Design branch_resolve_unit, sky130hd; sources not shown.
### A small window of the routed layout, run 1

Window x 14 to 54, y 0 to 40 µm. Cells in grey, sequential cells in the stronger grey; small squares are vias.
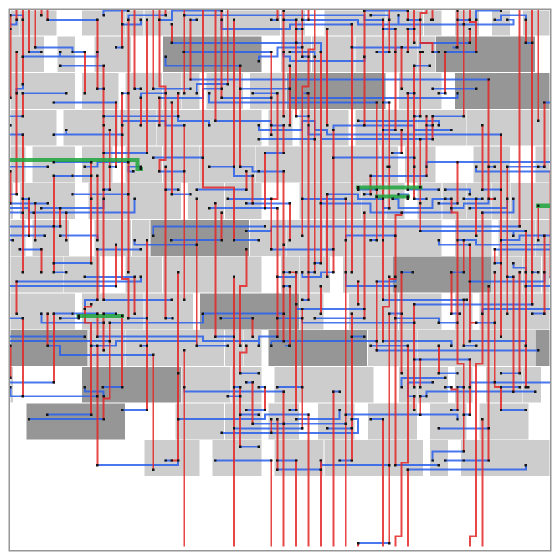
M3 -> green
M1 -> blue
M2 -> red
sequential cells in the window = 11
most frequent = buf_4 (17), nor2_1 (12), dfxtp_1 (10)
cells with their middle in the window = 121

### Placed standard cells, run 1

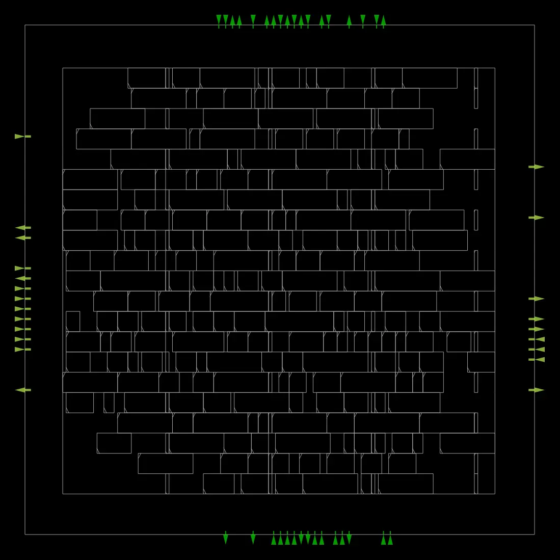
filler-free cell count of the finished design: 263
Seq cells: 26
row count: 21

### Met3 routing, run 1

Bar = 20 µm.
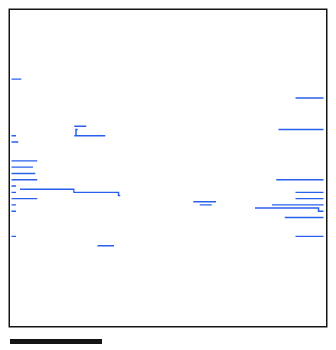
nets with wire on the layer = 27
wire length on this layer = 152 µm
longest straight run = 13.6 µm
main direction = horizontal
total length of routed wires: 4030 µm
DR vias: 1310
met3 Usage GRT: 2.30%

==> job_summary.md, run 1 <==
## Synthesis and layout report

| Metric | Value |
|---|---|
| Maximum number of pins on one net before global-route repair | `16` |
| Worst setup slack after layout | `-40.4 ps` |
| GRT Total Usage | `16.5%` |
| Worst hold slack across all endpoints | `288 ps` |
| Routed wire length on met2 | `2200 µm` |
| Number of buffers added by the clock tree synthesis step | `3` |
| Minimum clock period after layout | `1540 ps` |
| Internal power | `1.16 mW` |
| Clock transition at the registers of the reported paths | `150 ps` |
| Failing checks | `negative setup slack` |
| Largest vdd supply drop | `377 µV` |
| Cell breakdown of the critical path | `clkdlybuf4s50_1 > inv_1 > nor4b_4 > buf_4 > buf_6 > nor2_4 > a311oi_2` |
| First-pass iteration count of the detailed router | `4` |
| Status | `finished with violations` |
| Placed instance count | `251` |
| Endpoints failing setup | `1` |
| Number of cell instances after yosys synthesis | `135` |
| Starting density of the core | `38.0%` |
| Number of pins exceeding their max-slew limit in the final report | `0` |
| Number of distinct library cell variants in the gate-level netlist after synthesis | `31` |
| Utilization after layout | `75.5%` |
| Count of warning messages emitted by the tools | `29` |
| Number of cells on the worst hold path | `3` |
| Async set-or-reset flop fraction in the synthesized netlist | `0%` |
| Detail Route met3 WL | `151 µm` |
run 1: cell type report:
cell class              count  area, µm²  area share [%]
clock buffers               4       47.5            1.90
repair buffers             84       1040            41.5
flip-flops and latches     26        524            21.0
inverters                   9       33.8            1.35
multi-input cells          94        801            32.0
well taps                  46       57.6            2.30
run 1: logic make-up (layout without fill, tap and decap cells):
kind of cell               count (synthesis)  in the layout  synth area share [%]
and+or+nand+nor                           44             44                  20.6
AOI/OAI and AO/OA                         32             32                  18.0
DFF                                       26             26                  41.4
buffers and inverters                     15             97                  5.37
muxes                                     10             10                  7.95
adders and majority gates                  4              4                  3.98
xor gates and xnor gates                   4              4                  2.78
### Routed metal, one colour a layer, run 1

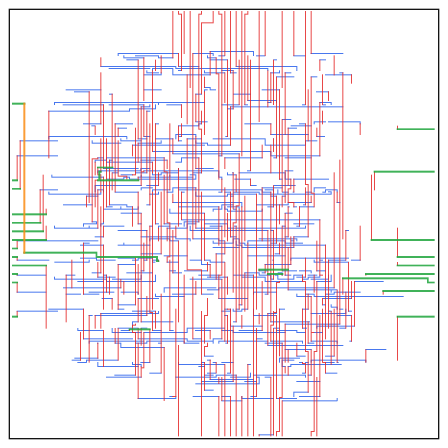

==> run 2: changes to the inputs <==
==> constraint.sdc (replaced) <==
create_clock -name clk -period 1.3 [get_ports clk]
set_input_delay 0.26 -clock clk [delete_from_list [all_inputs] [get_ports clk]]
set_output_delay 0.26 -clock clk [all_outputs]
set_load 0.05 [all_outputs]
### Routed metal, one colour a layer, run 2

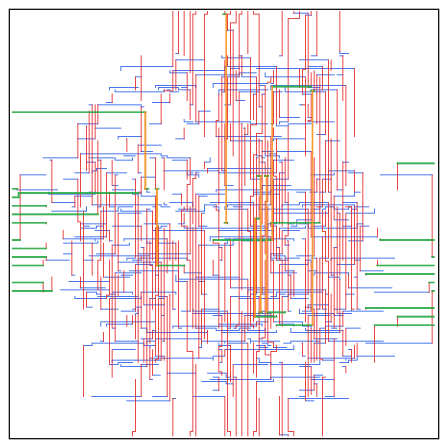
M4 -> orange  # wire length 179 µm
M3 -> green  # wire length 198 µm
M1 -> blue  # wire length 1510 µm
M2 -> red  # wire length 2430 µm
GRT Total Usage: 20.3%
total length of routed wires: 4310 µm

==> run 2 against run 1 <==
Against the previous run: die area is the same; final cell count grew 2.3%; largest cell class unchanged; sequential cell count is the same; sequential share of layout area is essentially flat; setup slack lost 180 ps; routed wire length grew 7.1%; critical endpoint is now cnt_q[0]; register-to-register slack lost 170 ps; first-iteration DRC count grew 37%; critical path depth grew 1; global-route usage grew 3.8 points; sequential power grew 15%; worst hold slack lost 130 ps; the run still ends with negative setup slack left.
==> job_summary.md, run 2 <==
## Synthesis and layout report

| Metric | Value |
|---|---|
| First-pass iteration count of the detailed router | `4 (unchanged)` |
| Seq cells | `26 (unchanged)` |
| Failing checks | `negative setup slack` |
| Fraction of area in clock buffers and inverters | `2.09% (+0.19 points)` |
| Number of distinct library cell variants in the gate-level netlist after synthesis | `31 (unchanged)` |
| Met3 Usage GRT | `3.94% (+1.6 points)` |
| Fraction of the mapped netlist area in adder cells | `3.98% (unchanged)` |
| Logic cell area | `782 µm² (-2.3%)` |
| Cell breakdown of the critical path | `clkdlybuf4s15_2 > inv_2 > ha_2 > nor3b_2 > and3b_2 > o31ai_4 > and2_4 > a31oi_2` |
| Basic-gate share of the synthesized area counting and, or, nand and nor cells | `20.6% (unchanged)` |
| Top comb family, area | `simple AND/OR/NAND/NOR gates` |
| Number of cell instances after yosys synthesis | `135 (unchanged)` |
| Combinational Gates | `94 (unchanged)` |
| Detail Route met3 WL | `198 µm (+31%)` |
| Minimum clock period after layout | `1520 ps` |
| Largest vdd supply drop | `701 µV (+86%)` |
| Clock transition at the registers of the reported paths | `140 ps (about the same)` |
| Non-clock buffer total of the final layout | `90 (+7.1%)` |
| Worst hold slack across all endpoints | `162 ps (-126 ps)` |
| DR vias | `1367 (+4.4%)` |
| Endpoints failing setup | `21 (+20)` |
| Async set-or-reset flop fraction in the synthesized netlist | `0% (unchanged)` |
| Status | `finished with violations` |
| Worst setup slack after layout | `-217 ps (-176 ps)` |
| Fraction of area in multi-input gates | `31.2% (-0.86 points)` |
| Row count | `21 (unchanged)` |
### Placed standard cells, run 2

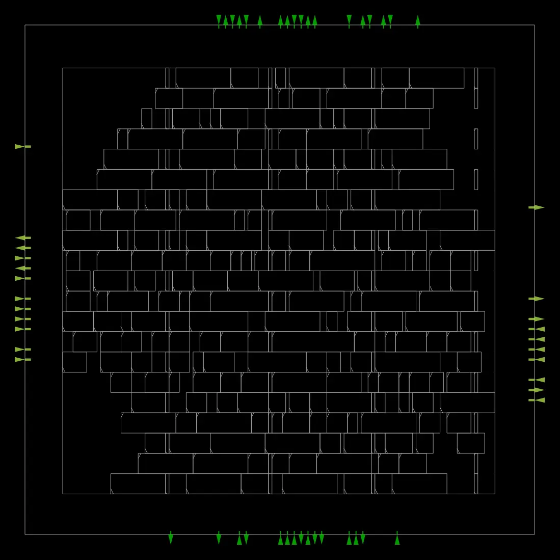
utilization after layout: 75.8%
Tapcell Cnt: 46
fill cell count: 219
filler-free cell count of the finished design: 269

==> run 2: per-stage QoR <==
step           util (%)  instances  setup WS [ps]  power [mW]
5_1_grt            75.8        269           -268        2.01
3_3_place_gp       69.5        257           -802        1.35
6_report           75.8        269           -217        1.93
3_5_place_dp       69.5        257           -942        1.37
2_1_floorplan         -        135           -238        1.06
4_1_cts            73.4        266           -155        1.92
==> run 2: where the power goes <==
| part | internal (mW) | total (mW) | switching [mW] |
|---|---|---|---|
| logic | 0.281 | 0.536 | 0.254 |
| clock network | 0.312 | 0.549 | 0.237 |
| registers | 0.821 | 0.847 | 0.0255 |
| total | 1.41 | 1.93 | 0.517 |
No activity file was given, so power comes from the tool's default toggle rates.
